--- src/rtl/seg7_pkg.sv ---
// Shared seven-segment definitions: active-low glyphs and drive polarities
// for common-anode displays.
package seg7_pkg;

  localparam logic AN_ON  = 1'b0;
  localparam logic AN_OFF = 1'b1;
  localparam logic DP_ON  = 1'b0;
  localparam logic DP_OFF = 1'b1;

  // Bit order is {g,f,e,d,c,b,a}; a 0 lights the segment.
  localparam logic [6:0] SEG_0    = 7'h40;
  localparam logic [6:0] SEG_1    = 7'h79;
  localparam logic [6:0] SEG_2    = 7'h24;
  localparam logic [6:0] SEG_3    = 7'h30;
  localparam logic [6:0] SEG_4    = 7'h19;
  localparam logic [6:0] SEG_5    = 7'h12;
  localparam logic [6:0] SEG_6    = 7'h02;
  localparam logic [6:0] SEG_7    = 7'h78;
  localparam logic [6:0] SEG_8    = 7'h00;
  localparam logic [6:0] SEG_9    = 7'h10;
  localparam logic [6:0] SEG_DASH = 7'b0111111;
  localparam logic [6:0] SEG_OFF  = 7'h7F;

endpackage

--- src/rtl/bcd_to_seg7.sv ---
// Single-digit BCD to active-low seven-segment decoder; non-decimal codes
// show a dash so corrupted counter values are visible on the display.
module bcd_to_seg7
  import seg7_pkg::*;
(
  input  logic [3:0] i_bcd,
  output logic [6:0] o_seg
);

  always_comb begin
    o_seg = SEG_DASH;
    case (i_bcd)
      4'd0:    o_seg = SEG_0;
      4'd1:    o_seg = SEG_1;
      4'd2:    o_seg = SEG_2;
      4'd3:    o_seg = SEG_3;
      4'd4:    o_seg = SEG_4;
      4'd5:    o_seg = SEG_5;
      4'd6:    o_seg = SEG_6;
      4'd7:    o_seg = SEG_7;
      4'd8:    o_seg = SEG_8;
      4'd9:    o_seg = SEG_9;
      default: o_seg = SEG_DASH;
    endcase
  end

endmodule

--- src/rtl/bcd_scan_display.sv ---
// Time-multiplexed common-anode display driver: scans shadowed BCD digits
// onto a shared segment bus with leading-zero blanking and anti-ghost window.
module bcd_scan_display
  import seg7_pkg::*;
#(
  parameter int NUM_DIGITS   = 4,
  parameter int SCAN_DIV     = 50000,
  parameter int BLANK_CYCLES = 500
) (
  input  logic                    clk,
  input  logic                    rst,
  input  logic [4*NUM_DIGITS-1:0] bcd_in,
  input  logic [NUM_DIGITS-1:0]   dp_in,
  input  logic                    blank_lz,
  output logic [NUM_DIGITS-1:0]   an,
  output logic [6:0]              seg,
  output logic                    dp,
  output logic                    frame_tick
);

  localparam int DIV_W = $clog2(SCAN_DIV);
  localparam int IDX_W = $clog2(NUM_DIGITS);
  localparam logic [DIV_W-1:0] DIV_LAST  = DIV_W'(SCAN_DIV - 1);
  localparam logic [DIV_W-1:0] BLANK_END = DIV_W'(BLANK_CYCLES);
  localparam logic [IDX_W-1:0] IDX_LAST  = IDX_W'(NUM_DIGITS - 1);

  logic [DIV_W-1:0]        r_divCnt;
  logic [IDX_W-1:0]        r_digIdx;
  logic [4*NUM_DIGITS-1:0] r_bcdShadow;
  logic [NUM_DIGITS-1:0]   r_dpShadow;

  logic                  w_slotEnd;
  logic                  w_capture;
  logic [3:0]            w_curBcd;
  logic [6:0]            w_glyph;
  logic [NUM_DIGITS-1:0] w_zeroAbove;
  logic                  w_blanked;
  logic [NUM_DIGITS-1:0] w_anNext;

  assign w_slotEnd = (r_divCnt == DIV_LAST);
  assign w_capture = w_slotEnd && (r_digIdx == IDX_LAST);
  assign w_curBcd  = r_bcdShadow[{r_digIdx, 2'b00} +: 4];

  bcd_to_seg7 u_dec (
    .i_bcd (w_curBcd),
    .o_seg (w_glyph)
  );

  // Shadow capture on the last cycle of the last slot keeps each frame coherent.
  always_ff @(posedge clk or posedge rst) begin
    if (rst) begin
      r_divCnt    <= '0;
      r_digIdx    <= '0;
      r_bcdShadow <= '0;
      r_dpShadow  <= '0;
    end else begin
      if (w_slotEnd) begin
        r_divCnt <= '0;
        r_digIdx <= (r_digIdx == IDX_LAST) ? '0 : r_digIdx + IDX_W'(1);
      end else begin
        r_divCnt <= r_divCnt + DIV_W'(1);
      end
      if (w_capture) begin
        r_bcdShadow <= bcd_in;
        r_dpShadow  <= dp_in;
      end
    end
  end

  // Bit k is set when shadow digits k..top are all zero; invalid codes are non-zero.
  always_comb begin
    logic run;
    run         = 1'b1;
    w_zeroAbove = '0;
    for (int k = NUM_DIGITS - 1; k >= 0; k--) begin
      run            = run && (r_bcdShadow[4*k +: 4] == 4'd0);
      w_zeroAbove[k] = run;
    end
  end

  assign w_blanked = blank_lz && (r_digIdx != '0) && w_zeroAbove[r_digIdx];

  always_comb begin
    w_anNext = {NUM_DIGITS{AN_OFF}};
    if (r_divCnt >= BLANK_END) begin
      w_anNext[r_digIdx] = AN_ON;
    end
  end

  always_ff @(posedge clk or posedge rst) begin
    if (rst) begin
      an         <= {NUM_DIGITS{AN_OFF}};
      seg        <= SEG_OFF;
      dp         <= DP_OFF;
      frame_tick <= 1'b0;
    end else begin
      an         <= w_anNext;
      seg        <= w_blanked ? SEG_OFF : w_glyph;
      dp         <= (!w_blanked && r_dpShadow[r_digIdx]) ? DP_ON : DP_OFF;
      frame_tick <= w_capture;
    end
  end

endmodule

--- config.mk ---
export PLATFORM = sky130hd
export DESIGN_NAME = bcd_scan_display
export DESIGN_NICKNAME = d
export VERILOG_FILES = /design/src/rtl/seg7_pkg.sv /design/src/rtl/bcd_to_seg7.sv /design/src/rtl/bcd_scan_display.sv
export SDC_FILE = /design/constraint.sdc
export NUM_CORES = 1
export LEC_CHECK = 0
export CORE_MARGIN = 2
export CORE_UTILIZATION = 54
export DETAILED_ROUTE_END_ITERATION = 16
export GPL_TIMING_DRIVEN = 0
export PLACE_DENSITY = 0.79
export SYNTH_ARGS = -nofsm -noshare
export SYNTH_HDL_FRONTEND = slang
export SYNTH_SLANG_ARGS = --single-unit
--- constraint.sdc ---
create_clock -name clk -period 2.7 [get_ports clk]
set_clock_uncertainty 0.05 [all_clocks]
set_input_delay 0.27 -clock clk [delete_from_list [all_inputs] [get_ports clk]]
set_output_delay 0.27 -clock clk [all_outputs]
set_load 0.01 [all_outputs]
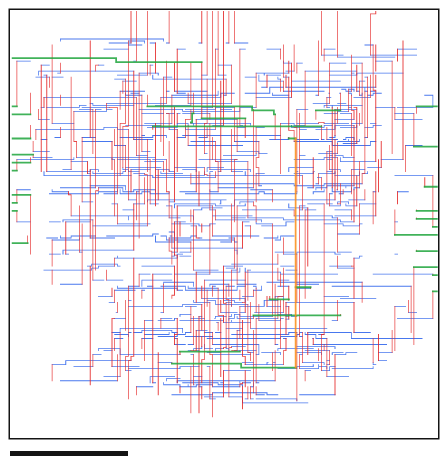
Figure 1: wiring by layer.
The bar under the picture is 20 um long.
blue -> metal 1  # wire length 2210 um
green -> metal 3  # wire length 205 um
orange -> metal 4  # wire length 38.8 um
red -> metal 2  # wire length 2150 um
number of vias in the routed layout: 1659
overall routing resource usage: 19.6%

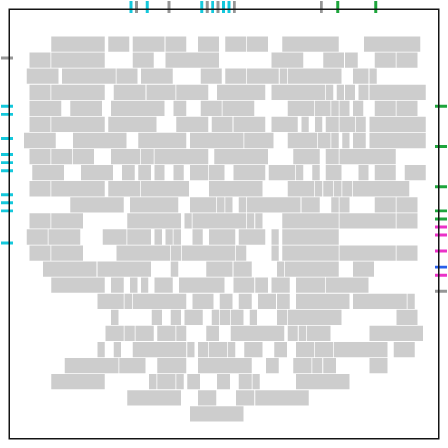
Figure 2: ports around the boundary.
Pins as bars across the die edge, other pins in gray.
blue -> frame_tick  # pins 1, direction output, edge east
cyan -> bcd_in  # pins 16, direction input, edge 10 west, 6 north
magenta -> an  # pins 4, direction output, edge east
green -> seg  # pins 7, direction output, edge 5 east, 2 north
Port Buf Inserts: 35
vertical die size: 72.4 um
die span in x: 72.4 um

==> impl_summary.log <==
[report] implementation figures
[metrics] met2 WL: 2.15 mm
[metrics] Arrival @ worst endpoint: 2400 ps
[metrics] clk tree area frac: 3.66%
[metrics] internal power summed over all cells: 1.14 mW
[metrics] largest power group: registers
[metrics] standby leakage power: 1.38 nW
[metrics] post-place instance area: 2960 um2
[metrics] crit-path max cell delay: 600 ps
[metrics] met3 Track Usage GR: 5.00%
[metrics] Clock buffer cells: 7
[metrics] Avg Synthesized Cell Area: 12.4 um2
[metrics] H-tree levels: 2
[metrics] area share of the largest cell type after synthesis: 38.6%
[metrics] slew at the pin with the worst max-slew slack: 704 ps
[metrics] fraction of final layout cells sized beyond drive strength 1: 22.3%
[metrics] sequential portion of the cell area: 42.0%
[metrics] I/O pin cnt: 36
[metrics] Final Hold Fails: 0
[metrics] final max-slew violation count: 0
[metrics] worst setup slack for register-to-register paths: 450 ps
[metrics] tap cell count: 52
[metrics] Post-Route M1 WL: 2.21 mm
[metrics] leftover overflow at the end of global routing: 0
[metrics] fraction of the yosys area taken by sequential cells: 51.1%
[metrics] antenna violations before repair: 0
[metrics] sw frac: 21.6%
[metrics] tally of non-filler cells in the final layout: 299
[metrics] Top logic family: multiplexers
[metrics] number of max-capacitance violations reported: 0
[metrics] status: finished, final reports clean
[metrics] Design Power: 1.46 mW
[metrics] Inverters: 13
[metrics] Adder-Cell Fraction of Synth Area: 5.45%
[metrics] total clock buffers created by CTS: 5
[metrics] main flop type after synthesis: sky130_fd_sc_hd__dfrtp_1
[metrics] number of nets with antenna violations after routing: 0
[metrics] timing endpoint of the critical path: r_bcdShadow[15]
[metrics] vias in the first global route: 1678
[metrics] largest net degree at the start of global routing: 43
[metrics] Levels on crit path: 5
[metrics] Period Utilization, post-route: 83.3%
[metrics] portion of netlist area occupied by mux cells: 16.3%
[metrics] tightest hold margin: 156 ps
[metrics] share of flip-flops with an asynchronous set or reset after synthesis: 100%
[metrics] cell count listed in synth_stat.txt: 203
[metrics] most common cell after layout, fill and taps aside: sky130_fd_sc_hd__dfrtp_1
[metrics] number of failing setup endpoints in the final timing report: 0
[metrics] Layout Utilization: 69.2%
[metrics] Layout area overhead: 21.7%
[metrics] number of cells traversed by the worst register-to-register path: 5
[metrics] chip area: 5240 um2
[metrics] detailed router's first-iteration violation count: 47
[metrics] commonest non-fill, non-tap cells in the layout: 39 x sky130_fd_sc_hd__dfrtp_1, 35 x sky130_fd_sc_hd__clkdlybuf4s50_1, 20 x sky130_fd_sc_hd__mux2_4
[metrics] instance tally after logic synthesis: 203
[metrics] type of the setup path with the least slack: flop to flop
[metrics] final routed DRC violation total: 0
[metrics] clock power share: 35.1%
[metrics] Combinational Area: 1140 um2
[metrics] Final Net Count: 280
[metrics] detailed-route vias per instance: 5.55
[metrics] XORs/XNORs by Area: 4.51%
[metrics] unrepaired setup endpoints after global routing: false
[metrics] HP Class: input pin to asynchronous set/reset pin
[metrics] setup tns final: 0 ps
[metrics] FILL cells: 334
[metrics] library cell used as clock root buffer: sky130_fd_sc_hd__clkbuf_8
[metrics] critical path buffer and inverter count: 1
[metrics] count leader, synth: sky130_fd_sc_hd__dfrtp_1
Power is estimated from default activity; no workload was simulated.
